==> src/rtl/parking_lane_detector.sv <==
// parking_lane_detector
//   Front end for parking_fsm: debounces the street-side (A) and lot-side (B)
//   infrared beams and follows the A/B blocking order to find the direction
//   of travel. Each completed pass gives a one-cycle entry_sensor or
//   exit_sensor pulse. Aborted or timed-out passes give no count pulse.
//   Optional feature macro: LANE_ABORT_STATS_EN (8-bit saturating abort counter
//   on abort_count). When the macro is undefined, abort_count is tied to zero.
module parking_lane_detector #(
    parameter int DEBOUNCE_CYCLES = 4,
    parameter int TIMEOUT_CYCLES  = 1000,
    parameter int CNT_W           = 10
) (
    input  logic       clk,
    input  logic       reset,
    input  logic       beam_a,
    input  logic       beam_b,
    output logic       entry_sensor,
    output logic       exit_sensor,
    output logic       lane_busy,
    output logic       lane_fault,
    output logic [2:0] det_state,
    output logic [7:0] abort_count
);

    localparam int DB_W = $clog2(DEBOUNCE_CYCLES);
    localparam logic [DB_W-1:0]  DB_LAST  = DB_W'(DEBOUNCE_CYCLES - 1);
    localparam logic [CNT_W-1:0] TMO_LAST = CNT_W'(TIMEOUT_CYCLES - 1);

    typedef enum logic [2:0] {
        S_IDLE     = 3'd0,
        S_IN_A     = 3'd1,
        S_IN_AB    = 3'd2,
        S_IN_B     = 3'd3,
        S_OUT_B    = 3'd4,
        S_OUT_BA   = 3'd5,
        S_OUT_A    = 3'd6,
        S_WAIT_CLR = 3'd7
    } state_t;

    logic             r_a_db;
    logic             r_b_db;
    logic [DB_W-1:0]  r_a_cnt;
    logic [DB_W-1:0]  r_b_cnt;
    logic [CNT_W-1:0] r_tmo;
    state_t           r_state;
    logic             r_entry;
    logic             r_exit;
    logic             r_fault;

    state_t           w_next;
    logic             w_entry;
    logic             w_exit;
    logic             w_fault;
    logic             w_timed;
    logic [1:0]       w_beams;

    assign w_beams = {r_a_db, r_b_db};
    assign w_timed = (r_state != S_IDLE) && (r_state != S_WAIT_CLR);

    // Beam A debounce: flip only after DEBOUNCE_CYCLES consecutive differing edges.
    always_ff @(posedge clk or negedge reset) begin
        if (!reset) begin
            r_a_db  <= 1'b0;
            r_a_cnt <= '0;
        end else if (beam_a == r_a_db) begin
            r_a_cnt <= '0;
        end else if (r_a_cnt == DB_LAST) begin
            r_a_db  <= beam_a;
            r_a_cnt <= '0;
        end else begin
            r_a_cnt <= r_a_cnt + 1'b1;
        end
    end

    // Beam B debounce: same filter as beam A.
    always_ff @(posedge clk or negedge reset) begin
        if (!reset) begin
            r_b_db  <= 1'b0;
            r_b_cnt <= '0;
        end else if (beam_b == r_b_db) begin
            r_b_cnt <= '0;
        end else if (r_b_cnt == DB_LAST) begin
            r_b_db  <= beam_b;
            r_b_cnt <= '0;
        end else begin
            r_b_cnt <= r_b_cnt + 1'b1;
        end
    end

    // State register and registered output pulses.
    always_ff @(posedge clk or negedge reset) begin
        if (!reset) begin
            r_state <= S_IDLE;
            r_entry <= 1'b0;
            r_exit  <= 1'b0;
            r_fault <= 1'b0;
        end else begin
            r_state <= w_next;
            r_entry <= w_entry;
            r_exit  <= w_exit;
            r_fault <= w_fault;
        end
    end

    // Timeout counter: restarts on every state change, runs only inside a pass.
    always_ff @(posedge clk or negedge reset) begin
        if (!reset) begin
            r_tmo <= '0;
        end else if (w_next != r_state) begin
            r_tmo <= '0;
        end else if (w_timed) begin
            r_tmo <= r_tmo + 1'b1;
        end
    end

    // Next-state decode on the debounced pair {A, B}; timeout overrides a stall.
    always_comb begin
        w_next  = r_state;
        w_entry = 1'b0;
        w_exit  = 1'b0;
        w_fault = 1'b0;
        unique case (r_state)
            S_IDLE: begin
                case (w_beams)
                    2'b10:   w_next = S_IN_A;
                    2'b01:   w_next = S_OUT_B;
                    2'b11:   w_next = S_WAIT_CLR;
                    default: w_next = S_IDLE;
                endcase
            end
            S_IN_A: begin
                case (w_beams)
                    2'b11:   w_next = S_IN_AB;
                    2'b00:   w_next = S_IDLE;
                    default: w_next = S_IN_A;
                endcase
            end
            S_IN_AB: begin
                case (w_beams)
                    2'b01:   w_next = S_IN_B;
                    2'b10:   w_next = S_IN_A;
                    2'b00:   w_next = S_IDLE;
                    default: w_next = S_IN_AB;
                endcase
            end
            S_IN_B: begin
                case (w_beams)
                    2'b00: begin
                        w_next  = S_IDLE;
                        w_entry = 1'b1;
                    end
                    2'b11:   w_next = S_IN_AB;
                    default: w_next = S_IN_B;
                endcase
            end
            S_OUT_B: begin
                case (w_beams)
                    2'b11:   w_next = S_OUT_BA;
                    2'b00:   w_next = S_IDLE;
                    default: w_next = S_OUT_B;
                endcase
            end
            S_OUT_BA: begin
                case (w_beams)
                    2'b10:   w_next = S_OUT_A;
                    2'b01:   w_next = S_OUT_B;
                    2'b00:   w_next = S_IDLE;
                    default: w_next = S_OUT_BA;
                endcase
            end
            S_OUT_A: begin
                case (w_beams)
                    2'b00: begin
                        w_next = S_IDLE;
                        w_exit = 1'b1;
                    end
                    2'b11:   w_next = S_OUT_BA;
                    default: w_next = S_OUT_A;
                endcase
            end
            S_WAIT_CLR: begin
                if (w_beams == 2'b00) begin
                    w_next = S_IDLE;
                end
            end
            default: w_next = S_IDLE;
        endcase
        if ((w_next == r_state) && w_timed && (r_tmo == TMO_LAST)) begin
            w_next  = S_WAIT_CLR;
            w_fault = 1'b1;
        end
    end

    assign entry_sensor = r_entry;
    assign exit_sensor  = r_exit;
    assign lane_fault   = r_fault;
    assign lane_busy    = (r_state != S_IDLE);
    assign det_state    = r_state;

`ifdef LANE_ABORT_STATS_EN
    logic       w_abort;
    logic [7:0] r_abort_cnt;

    // A clear lane seen in these states always ends the pass without a count.
    assign w_abort = (w_beams == 2'b00) &&
                     ((r_state == S_IN_A)  || (r_state == S_IN_AB) ||
                      (r_state == S_OUT_B) || (r_state == S_OUT_BA));

    // Saturating abort counter; timeouts are not aborts.
    always_ff @(posedge clk or negedge reset) begin
        if (!reset) begin
            r_abort_cnt <= '0;
        end else if (w_abort && (r_abort_cnt != 8'hFF)) begin
            r_abort_cnt <= r_abort_cnt + 1'b1;
        end
    end

    assign abort_count = r_abort_cnt;
`else
    assign abort_count = '0;
`endif

endmodule

==> config.mk <==
export PLATFORM = sky130hd
export DESIGN_NAME = parking_lane_detector
export DESIGN_NICKNAME = d
export VERILOG_FILES = /design/src/rtl/parking_lane_detector.sv
export SDC_FILE = /design/constraint.sdc
export NUM_CORES = 1
export LEC_CHECK = 0
export CORE_UTILIZATION = 35
export CTS_CLUSTER_DIAMETER = 40
export DETAILED_ROUTE_END_ITERATION = 10
export GPL_TIMING_DRIVEN = 0
export PLACE_DENSITY = 0.62
export SLEW_MARGIN = 10
export SYNTH_ARGS = -nofsm -noshare
export SYNTH_HDL_FRONTEND = slang
export SYNTH_SLANG_ARGS = --single-unit
==> constraint.sdc <==
create_clock -name clk -period 2.2 [get_ports clk]
set_input_delay 0.55 -clock clk [delete_from_list [all_inputs] [get_ports clk]]
set_output_delay 0.55 -clock clk [all_outputs]
set_load 0.03 [all_outputs]
==> impl_metrics.ini, run 1 <==
; yosys + openroad results
[sta]
min_period_over_period_pct = 95.9
rsz0062_at_grt = false
fin_hold_ws_ns = 0.446

[grt]
busiest_layer = met2
grt_max_degree = 23
grt_remaining_overflow = 0

[routing]
drcViolationCount = 0
firstDrtPassIters = 4
met2_length_um = 1470

[synth]
synth_cell_types = 45
yosysTopAreaCell = dfrtp_1
synth-edff-count = 0
ys_chip_area_mm2 = 0.00152
avgSynthCellArea_um2 = 9.59
ys.flops = 22
adder_share_pct = 7.43
synth_top_area_share_pct = 36.3

[power_and_ir_drop]
power.net_switching_uw = 1200
ir_worst_vdd_uv = 592
p_per_area_mw_per_mm2 = 1440
combPwrFrac_pct = 64.1
pg_clk_uw = 381
p_int_uw = 1490

[layout]
comb_area_share_pct = 48.6
clk_share_pct = 3.81
n_all_buffers = 30
final_nets = 199
largest-register = r_tmo
fillers = 385
logic_gates = 122
logic_area_um2 = 910
lay_top_count = dfrtp_1

[floorplanning]
taps = 50
die_x_um = 67.8
die_h_um = 67.8
io_pins = 19

[clocking]
cts.clk_slew.worst_paths_ns = 0.09
htreeDepth = 1
clockBufferDepth = 2

[setup_path]
regToRegStartpoint = r_b_db
slowest_stage = dfrtp_1
ff2ff_path_depth = 8
critPathLaunchType = register
cp-endpoint = r_tmo[9]
crit_required_ns = 2.36
max_stage_delay_ns = 0.43
crit_chain = buf_4 > ha_1 > or3_1 > a21boi_0 > o21bai_2 > o211ai_4 > buf_12 > nor3_2
critPathKind = reg -> reg
crit_family = AND-OR/OR-AND gates

[placement]
pre_cts_slack_ns = -0.107

[run]
maxCapViolations = 0

[run_status]
status = completed
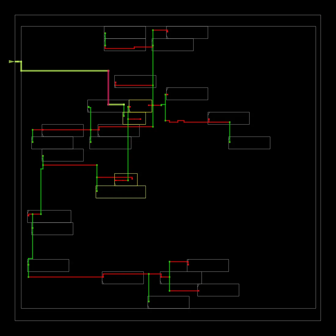
Figure 1: run 1, clock nets.
clk sink count: 22
Worst Clk Skew: 0.00476 ns
Flops: 22
CTS buffer count: 3
clk_lat worst skew: 0.26 ns

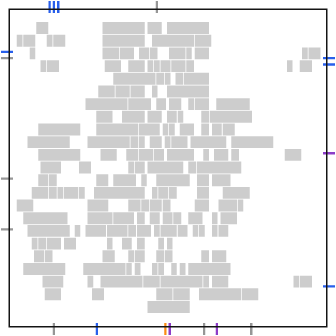
Figure 2: run 1, pin map.
Pins as bars across the die edge, other pins in gray.
Key: purple = `det_state` [pins 3, direction output, edge 2 south, 1 east]; orange = `exit_sensor` [pins 1, direction output, edge south]; blue = `abort_count` [pins 8, direction output, edge 3 north, 3 east, 1 south, 1 west]

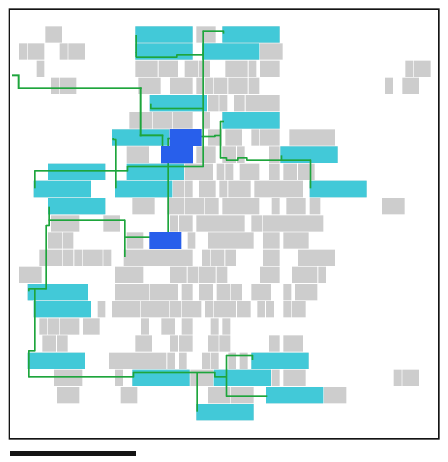
Figure 3: run 1, clock network drawn from the DEF.
The bar under the picture is 20 µm long.
Key: blue = clock drivers [count 3]; cyan = flip-flops [count 22]; green = clock wires [length 289 µm]
There are 4 routed clock nets.

==> run 1 -> run 2 <==
--- a/config.mk
+++ b/config.mk
@@ -10,6 +10,7 @@
 export DETAILED_ROUTE_END_ITERATION = 10
 export GPL_TIMING_DRIVEN = 0
 export PLACE_DENSITY = 0.62
+export RECOVER_POWER = 100
 export SLEW_MARGIN = 10
 export SYNTH_ARGS = -nofsm -noshare
 export SYNTH_HDL_FRONTEND = slang
==> run 2 against run 1 <==
Effect of this change:
- critical path depth unchanged
- clock power about the same
- sequential power decreased by 0.9%
- critical endpoint unchanged
- synthesized area unchanged
- synthesized cell count unchanged
- combinational power decreased by 4%
- global-route usage unchanged
- count of clock-buffer cells in the layout unchanged
==> impl_metrics.ini, run 2 <==
; yosys + openroad results
[grt]
grt_max_degree = 23
grt.total_usage_pct = 14.4
busiest_layer = met2
grt_remaining_overflow = 0

[setup_path]
max_stage_delay_ns = 0.43
ff2ff_path_depth = 8
critPathKind = reg -> reg
critPathLaunchType = register
regToRegStartpoint = r_b_db
slowest_stage = dfrtp_1
crit_required_ns = 2.36
ff2ff_setup_slack_ns = 0.08
crit_chain = clkbuf_4 > ha_1 > or3_1 > a21boi_0 > o21bai_2 > o211ai_4 > buf_12 > nor3_2
crit_family = AND-OR/OR-AND gates

[synth]
ys_chip_area_mm2 = 0.00152
avgSynthCellArea_um2 = 9.59
synth_cell_types = 45
yosysTopAreaCell = dfrtp_1
synth-edff-count = 0

[placement]
pre_cts_slack_ns = -0.107

[layout]
logic_area_um2 = 903
final_nets = 199
clk_share_pct = 3.84
n_all_buffers = 30
fillers = 385
logic_gates = 122
comb_area_share_pct = 48.6
seq_cell_count = 22
largest-register = r_tmo

[clocking]
clockBufferDepth = 2
clock_sinks = 22
htreeDepth = 1
insertion_delay_ns = 0.26
cts.clk_slew.worst_paths_ns = 0.09
cts_resized = 4

[floorplanning]
core_mm2 = 0.00409
die_x_um = 67.8
taps = 50
die_h_um = 67.8
io_pins = 19

[sta]
min_period_over_period_pct = 96.2
fin_hold_ws_ns = 0.446

[run_status]
status = completed

[power_and_ir_drop]
ir_worst_vdd_uv = 591
pg_clk_uw = 381
p_int_uw = 1440
combPwrFrac_pct = 63.3
p_per_area_mw_per_mm2 = 1410
power.net_switching_uw = 1180

[run]
maxCapViolations = 0

[routing]
drcViolationCount = 0
firstDrtPassIters = 4
met2_length_um = 1480
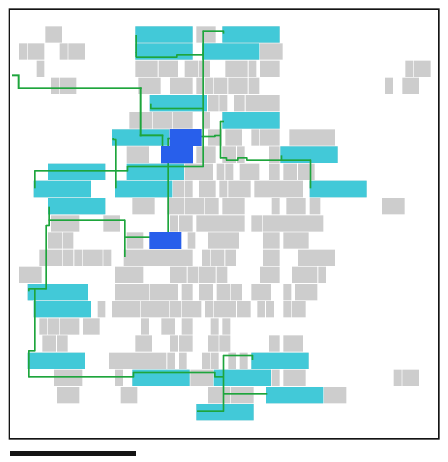
Figure 4: run 2, clock network drawn from the DEF.
The bar under the picture is 20 µm long.
Key: green = clock wires [length 290 µm]; blue = clock drivers [count 3]; cyan = flip-flops [count 22]
There are 4 routed clock nets.

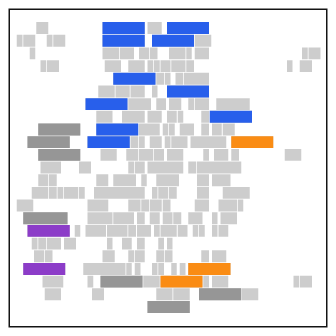
Figure 5: run 2, sequential cells grouped by signal name.
Key: orange = `det_state` [placed flops 3]; blue = `r_tmo` [placed flops 10]; purple = `r_a_cnt` [placed flops 2]

==> run 2 -> run 3 <==
--- a/config.mk
+++ b/config.mk
@@ -5,7 +5,9 @@
 export SDC_FILE = /design/constraint.sdc
 export NUM_CORES = 1
 export LEC_CHECK = 0
+export CORE_MARGIN = 2
 export CORE_UTILIZATION = 35
+export CTS_BUF_LIST = sky130_fd_sc_hd__clkbuf_4 sky130_fd_sc_hd__clkbuf_8
 export CTS_CLUSTER_DIAMETER = 40
 export DETAILED_ROUTE_END_ITERATION = 10
 export GPL_TIMING_DRIVEN = 0
==> run 3 against run 2 <==
Effect of this change:
- combinational power is 4% lower
- critical path depth is 4 lower
- global-route usage is 0.88 points lower
- core utilization is 0.15 points lower
- sequential share of layout area is 0.17 points higher
==> impl_metrics.ini, run 3 <==
; yosys + openroad results
[setup_path]
crit_required_ns = 1.65
critPathKind = reg -> out
crit_chain = buf_2 > nor3_4 > inv_1 > clkdlybuf4s15_1
ff2ff_path_depth = 7
crit_family = buffers and inverters
regToRegStartpoint = r_a_db
max_stage_delay_ns = 0.38
slowest_stage = dfrtp_1

[synth]
yosysSeqAreaShare_pct = 36.3
yosysTopAreaCell = dfrtp_1
synth-edff-count = 0
avgSynthCellArea_um2 = 9.59
synth_cell_types = 45

[run_status]
status = completed

[floorplanning]
core_mm2 = 0.00409
taps = 50
die_h_um = 69.8
die_x_um = 69.8
io_pins = 19

[clocking]
cts_resized = 8
htreeDepth = 1
cts.clk_slew.worst_paths_ns = 0.08

[sta]
fin_hold_ws_ns = 0.446
finalClockSkew_ns = 0.00109
min_period_over_period_pct = 95.5

[layout]
clk_share_pct = 3.85
logic_area_um2 = 920
largest-register = r_tmo
logic_gates = 122
n_all_buffers = 27
fillers = 400

[power_and_ir_drop]
p_int_uw = 1390
power.net_switching_uw = 1190
ir_worst_vdd_uv = 553
p_per_area_mw_per_mm2 = 1390
combPwrFrac_pct = 61.8
pg_clk_uw = 383

[routing]
met2_length_um = 1590
firstDrtPassIters = 4
drcViolationCount = 0

[run]
maxCapViolations = 0

[grt]
grt_max_degree = 23
busiest_layer = met2

[placement]
pre_cts_slack_ns = -0.121
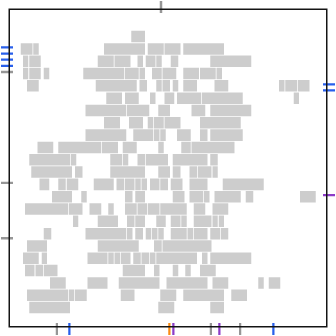
Figure 6: run 3, pin map.
Pins as bars across the die edge, other pins in gray.
Key: purple = `det_state` [pins 3, direction output, edge 2 south, 1 east]; blue = `abort_count` [pins 8, direction output, edge 4 west, 2 east, 2 south]; orange = `exit_sensor` [pins 1, direction output, edge south]
All pins by edge: 8 south, 7 west, 3 east, 1 north.

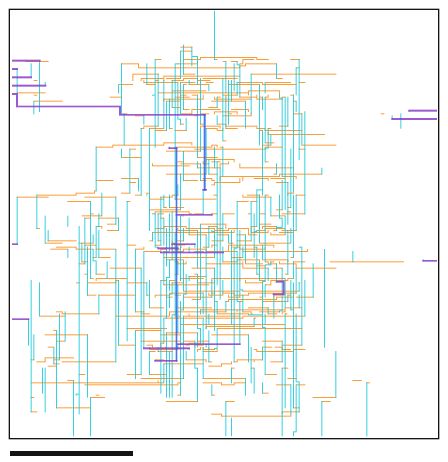
Figure 7: run 3, wiring by layer.
The bar under the picture is 20 µm long.
Key: purple = metal 3 [wire length 115 µm]; blue = metal 4 [wire length 46.9 µm]; cyan = metal 2 [wire length 1590 µm]; orange = metal 1 [wire length 1340 µm]

Power figures rest on the tool's default switching activity, not on a simulated workload.
